===== config.mk =====
export PLATFORM = sky130hd
export DESIGN_NAME = seq_tx_loader_flat
export DESIGN_NICKNAME = d
export VERILOG_FILES = /design/src/rtl/seq_tx_loader_pkg.sv /design/src/rtl/seq_tx_loader_if.sv /design/src/rtl/seq_tx_loader.sv /design/src/flat_wrapper.sv
export SDC_FILE = /design/constraint.sdc
export NUM_CORES = 1
export LEC_CHECK = 0
export ABC_AREA = 1
export CORE_UTILIZATION = 50
export CTS_CLUSTER_SIZE = 20
export DETAILED_ROUTE_END_ITERATION = 8
export HOLD_SLACK_MARGIN = 0.15
export PLACE_DENSITY = 0.77
export REMOVE_ABC_BUFFERS = 1
export SYNTH_ARGS = -nofsm -noshare
export SYNTH_HDL_FRONTEND = slang
export SYNTH_SLANG_ARGS = --single-unit

===== constraint.sdc =====
create_clock -name i_clk -period 4.9 [get_ports i_clk]
set_input_delay 0.49 -clock i_clk [delete_from_list [all_inputs] [get_ports i_clk]]
set_output_delay 0.49 -clock i_clk [all_outputs]
set_load 0.02 [all_outputs]

===== src/rtl/seq_tx_loader_pkg.sv =====
// Shared definitions for the sequence transmit path: loader states and
// nucleotide character codes, also used by the UART-side encoder.
package seq_tx_loader_pkg;

    localparam int CHAR_W      = 3;
    localparam int SEQ_MAX_LEN = 16;
    localparam int SEQ_ADDR_W  = 4;
    localparam int SEQ_LEN_W   = 5;

    localparam logic [CHAR_W-1:0] CODE_A    = 3'd0;
    localparam logic [CHAR_W-1:0] CODE_C    = 3'd1;
    localparam logic [CHAR_W-1:0] CODE_G    = 3'd2;
    localparam logic [CHAR_W-1:0] CODE_T    = 3'd3;
    localparam logic [CHAR_W-1:0] TERM_CODE = 3'b111;

    typedef enum logic [2:0] {
        S_IDLE  = 3'd0,
        S_ADDR  = 3'd1,
        S_CAPT  = 3'd2,
        S_WRITE = 3'd3,
        S_TERM  = 3'd4,
        S_DONE  = 3'd5
    } state_t;

endpackage


===== src/rtl/seq_tx_loader_if.sv =====
// Loader-side bus: sequence memory read port plus transmit FIFO write port.
interface seq_tx_loader_if
    import seq_tx_loader_pkg::*;
#(
    parameter int AW = SEQ_ADDR_W,
    parameter int CW = CHAR_W
);
    logic          rd_en;
    logic [AW-1:0] rd_addr;
    logic [CW-1:0] rd_data;
    logic          fifo_full;
    logic          wr;
    logic [CW-1:0] data;

    modport master (
        output rd_en, rd_addr, wr, data,
        input  rd_data, fifo_full
    );

    modport slave (
        input  rd_en, rd_addr, wr, data,
        output rd_data, fifo_full
    );
endinterface


===== src/rtl/seq_tx_loader.sv =====
// Streams a stored sequence from memory into a UART transmit FIFO, followed
// by a terminator code, stalling on FIFO back-pressure.
//
// state   | meaning
// --------+------------------------------------------------------------
// S_IDLE  | waiting for start; len latched and clamped on accept
// S_ADDR  | read request for character idx is on the memory port
// S_CAPT  | memory data captured into char_q
// S_WRITE | char_q offered to FIFO; held while fifo_full
// S_TERM  | terminator offered to FIFO; held while fifo_full
// S_DONE  | one-cycle done pulse, then back to idle
module seq_tx_loader
    import seq_tx_loader_pkg::*;
#(
    parameter int MAX_LEN = SEQ_MAX_LEN,
    parameter int ADDR_W  = SEQ_ADDR_W,
    parameter int LEN_W   = SEQ_LEN_W
)(
    input  logic                 i_clk,
    input  logic                 i_rst,
    input  logic                 i_start,
    input  logic [LEN_W-1:0]     i_len,
    seq_tx_loader_if.master      bus,
    output logic                 o_busy,
    output logic                 o_done
);

    state_t              r_state;
    logic [ADDR_W-1:0]   r_idx;
    logic [LEN_W-1:0]    r_len_q;
    logic [CHAR_W-1:0]   r_char_q;
    logic                r_rd_en;
    logic [ADDR_W-1:0]   r_rd_addr;
    logic                r_busy;
    logic                r_done;

    logic [LEN_W-1:0]    w_len_clamp;
    logic                w_last;
    logic                w_wr;

    assign w_len_clamp = (i_len > LEN_W'(MAX_LEN)) ? LEN_W'(MAX_LEN) : i_len;
    assign w_last      = (LEN_W'(r_idx) == (r_len_q - LEN_W'(1)));

    // Write strobe is qualified by fifo_full directly so a full FIFO never sees a write.
    assign w_wr = ((r_state == S_WRITE) || (r_state == S_TERM)) && !bus.fifo_full;

    always_ff @(posedge i_clk) begin
        if (i_rst) begin
            r_state   <= S_IDLE;
            r_idx     <= '0;
            r_len_q   <= '0;
            r_char_q  <= '0;
            r_rd_en   <= 1'b0;
            r_rd_addr <= '0;
            r_busy    <= 1'b0;
            r_done    <= 1'b0;
        end else begin
            r_rd_en <= 1'b0;
            r_done  <= 1'b0;
            unique case (r_state)
                S_IDLE: begin
                    if (i_start) begin
                        r_len_q <= w_len_clamp;
                        r_idx   <= '0;
                        r_busy  <= 1'b1;
                        if (w_len_clamp == '0) begin
                            r_state <= S_TERM;
                        end else begin
                            r_state   <= S_ADDR;
                            r_rd_en   <= 1'b1;
                            r_rd_addr <= '0;
                        end
                    end
                end
                S_ADDR: r_state <= S_CAPT;
                S_CAPT: begin
                    r_char_q <= bus.rd_data;
                    r_state  <= S_WRITE;
                end
                S_WRITE: begin
                    if (!bus.fifo_full) begin
                        if (w_last) begin
                            r_state <= S_TERM;
                        end else begin
                            r_idx     <= r_idx + ADDR_W'(1);
                            r_rd_en   <= 1'b1;
                            r_rd_addr <= r_idx + ADDR_W'(1);
                            r_state   <= S_ADDR;
                        end
                    end
                end
                S_TERM: begin
                    if (!bus.fifo_full) begin
                        r_done  <= 1'b1;
                        r_state <= S_DONE;
                    end
                end
                S_DONE: begin
                    r_busy  <= 1'b0;
                    r_state <= S_IDLE;
                end
                default: r_state <= S_IDLE;
            endcase
        end
    end

    assign bus.rd_en   = r_rd_en;
    assign bus.rd_addr = r_rd_addr;
    assign bus.wr      = w_wr;
    assign bus.data    = (r_state == S_TERM) ? TERM_CODE : r_char_q;
    assign o_busy      = r_busy;
    assign o_done      = r_done;

endmodule


===== src/flat_wrapper.sv =====
// flat-port wrapper written by rule: the top's interface ports become plain ports
module seq_tx_loader_flat import seq_tx_loader_pkg::*;
#(
    parameter int MAX_LEN = SEQ_MAX_LEN,
    parameter int ADDR_W  = SEQ_ADDR_W,
    parameter int LEN_W   = SEQ_LEN_W
)
  (i_clk, i_rst, i_start, i_len, o_busy, o_done, bus_rd_en, bus_rd_addr, bus_wr, bus_data, bus_rd_data, bus_fifo_full);
  seq_tx_loader_if #(.AW(4), .CW(3)) bus_i ();
  input  logic i_clk;
  input  logic i_rst;
  input  logic i_start;
  input  logic [LEN_W-1:0] i_len;
  output logic o_busy;
  output logic o_done;
  output wire logic [$bits(bus_i.rd_en)-1:0] bus_rd_en;
  output wire logic [$bits(bus_i.rd_addr)-1:0] bus_rd_addr;
  output wire logic [$bits(bus_i.wr)-1:0] bus_wr;
  output wire logic [$bits(bus_i.data)-1:0] bus_data;
  input wire logic [$bits(bus_i.rd_data)-1:0] bus_rd_data;
  input wire logic [$bits(bus_i.fifo_full)-1:0] bus_fifo_full;
  assign bus_rd_en = bus_i.rd_en;
  assign bus_rd_addr = bus_i.rd_addr;
  assign bus_wr = bus_i.wr;
  assign bus_data = bus_i.data;
  assign bus_i.rd_data = bus_rd_data;
  assign bus_i.fifo_full = bus_fifo_full;
  seq_tx_loader #(.MAX_LEN(MAX_LEN), .ADDR_W(ADDR_W), .LEN_W(LEN_W)) u_core (.i_clk(i_clk), .i_rst(i_rst), .i_start(i_start), .i_len(i_len), .bus(bus_i), .o_busy(o_busy), .o_done(o_done));
endmodule

cell_classes.png
Scale: 8 px per um. Fill, decap, tap and diode cells in gray.
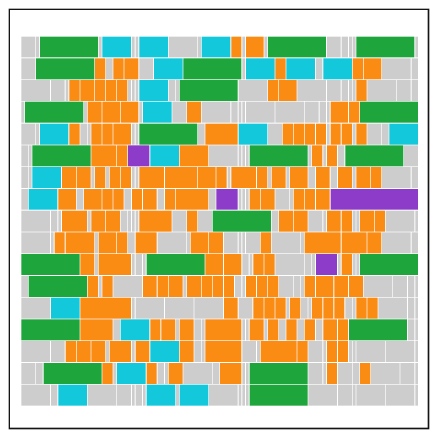
| color | class | cells | share of their area |
|---|---|---|---|
| green | flip-flops | 22 | 29% |
| orange | all other logic | 153 | 53% |
| cyan | other buffers and delay cells | 22 | 15% |
| purple | clock drivers and dummy loads | 4 | 3.5% |
post-layout util: 0.675
Core ar.: 2300 um2

zoom.png
Window x 14 to 39, y 14 to 39 um. Cells in gray, sequential cells in the stronger gray; small squares are vias.
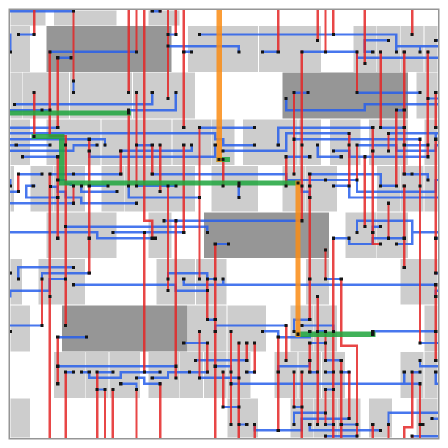
| color | layer |
|---|---|
| red | met2 |
| blue | met1 |
| orange | met4 |
| green | met3 |
netlist names of flops here include: `u_core.r_len_q` (2)
sequential cells in the window: 4
cells with their middle in the window: 64
most frequent: nand2_1 (20), inv_1 (6)

density.png
Scale: 6 px per um. The die is cut into 10 by 10 equal tiles; black is low, pale yellow is high, 0 to 100% covered.
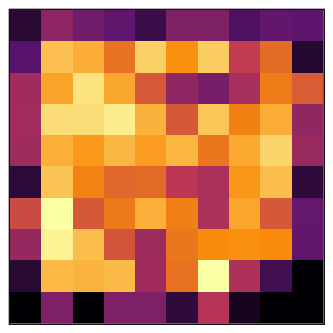
emptiest ninth of the die: bottom right
nearly empty tiles: 5.0%
mean over tiles: 56%
tiles over 75% full: 34%
fullest tile: 100%
fp_density: 0.549

final_clocks.png
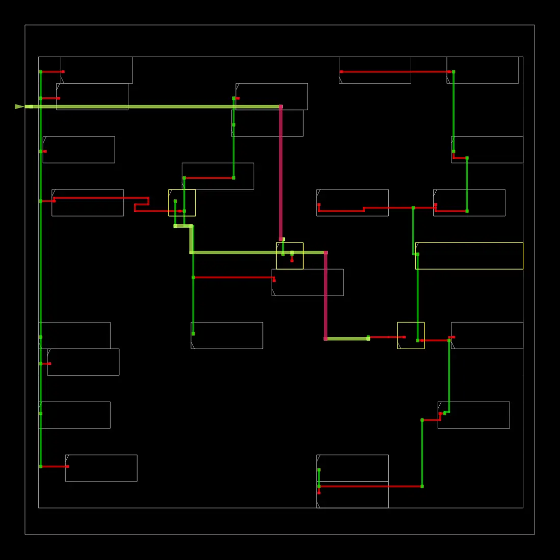
flop count: 22
Worst Skew: 3.77 ps
CLK BUF: 3

==> run notes <==
fresh numbers from the pnr run: max frequency=~0.41 GHz, Inverters=23, number of gates resized after cts=0, post-placement cell area=~1500 um2, hold depth=2, gpl congestion=between 0.7 and 0.8, routed vias=roughly 1200, Avg Cell Area, Syn=a little over 7 um2, worst reg-to-reg path cell count=12, Comb/total area=0.459, met3 Track Usage GR=0.0522, pre-CTS setup slack=~2600 ps, Setup WS post-layout=around 2500 ps, Final Hold Fails=0, Comb area=712 um2, metal2 WL=between 1 and 1.5 mm, comb area leader=simple AND/OR/NAND/NOR gates, RR Startpoint=u_core.r_len_q[0]$_SDFFE_PP0P_, Largest Register=u_core.r_len_q, die height=between 50 and 60 um, CP startpoint=u_core.r_state[0]$_SDFFE_PP0P_, delay-heaviest family, CP=buffers and inverters, critical path arrival=slightly below 2000 ps, met2 Use GR=0.395, Cell Pwr Density=approximately 530 nW/um2, Worst Setup Path Type=reg2out, fin crit share=0.494, most frequent cells after synthesis=37 x nand2_1, 22 x dfxtp_1, 20 x nor2_1, Post-Route M1 WL=approximately 1.2 mm, RSZ-0062 raised after global routing=no, fillers=200, PortBufs=22, mux share=0, synth-to-layout area growth=23.0%, max_cap viols=0, combinational power share=0.492, Largest cell class=combinational gates, critical path fanouts, max=5, CP max stage delay=between 500 and 600 ps, most frequent cell after synthesis=nand2_1, cts hold-fix bufs=0, Distinct cells, synth=31, ys async rst share=0, top cells, area=dfxtp_1 35%, nand2_1 11%, a21oi_1 6.3%, nor2_1 6.0%, nand3_1 5.2%, first-pass GRT wire length=roughly 4.4 mm, grt peak-use layer=met2, Final Non-Filler Cells=about 230, tool warnings=25, non-clock buffer count=22, Reg area=440 um2, VDD IR max=0.375 mV, max-slew violations=0, Worst Tran Pin Value=456 ps, Design Power=830 uW, aggregate global-route resource usage=0.217, TritonCTS Buffers=3, hold path startpoint=u_core.o_busy$_SDFFE_PP0P_, clock group power=approximately 140 uW, vias in the first global route=~1100, met3 wire len=85 um, Post-Synth Simple-Gate Area=0.387, 1st-pass router iterations=4, FF-to-FF setup slack=around 3100 ps, initial antenna violation count=0, grt total ovfl=0, max reg flops=5, Clock-cell share=0.0339, Commonest flop=dfxtp_1, Post-Route Setup TNS=0 ps, Synth Seq Share=0.349, yosys stat area=approximately 1300 um2, crit-path cells=nor2_4 -> nand2_2 -> inv_1 -> or2_2 -> clkdlybuf4s50_1, status=finished, final reports clean, ys cells=roughly 180, worst hold path class=reg2reg, minimum hold slack=a little under 500 ps, drt initial violations=16, max layer used=met4, startpoint class of the critical path=flop, CTS sink cnt=22, Sw Ratio=0.422, Setup Fix Bufs, Post-CTS=0, Final setup viols=0, NetSw=around 350 uW, layout cells sized above 1=0.194, sequential cell power=~280 uW, ys flops=22, Logic power comb=approximately 410 uW, Buf/Inv on CP=2, Placed Cells=about 230, pin count of the biggest net entering global routing=14, worst-skew pair later-pin latency=about 320 ps, # IOs=23, Die Area=roughly 2700 um2, Hold Crit Endpoint=u_core.o_busy$_SDFFE_PP0P_, adder share=0.0198, Largest type area fraction=0.349, Routed Antenna Nets=0, critical path endpoint=bus_data[1], Post-Synth AOI/OAI Area=0.151, buffering overhead=0.142, Vias/cell=5.05, Post-Syn Instances=177, GR Util met1=0.254, WP data required=4410 ps, Seq area share=0.284, Die W=around 52 um, critical path capture point type=primary output, internal power=480 uW, final WL=between 2 and 3 mm, antenna cells=0, DP Wirelength=2.04 mm, yosys xor share=0.00694, CTS clock-pin slew for the worst setup and hold paths=roughly 130 ps, FP Rows=17, n_taps=28, reg-to-reg critical path endpoint=u_core.r_idx[1]$_SDFFE_PP0P_
## placed cells by master (no fill, tap or decap)
cell type / count
o21ai_1: 1
clkbuf_4: 3
or2_1: 1
o21ai_2: 1
inv_2: 7
xor2_1: 1
a31oi_1: 1
nand3_2: 1
a211oi_2: 2
o21ai_0: 5
inv_1: 15
nor2_2: 6
a211oi_1: 2
a21oi_2: 2
clkdlybuf4s50_1: 22
nand2_4: 4
nor2_1: 20
o211ai_1: 1
ha_1: 2
a21oi_1: 16
nor3_2: 1
clkinv_4: 1
nor3_1: 2
nand2_2: 4
nand4_1: 1
nor2_4: 2
or2_2: 3
nand3_4: 1
bufinv_16: 1
nand2_1: 37
nand3_1: 13
dfxtp_1: 22
Power and IR drop assume default switching activity.
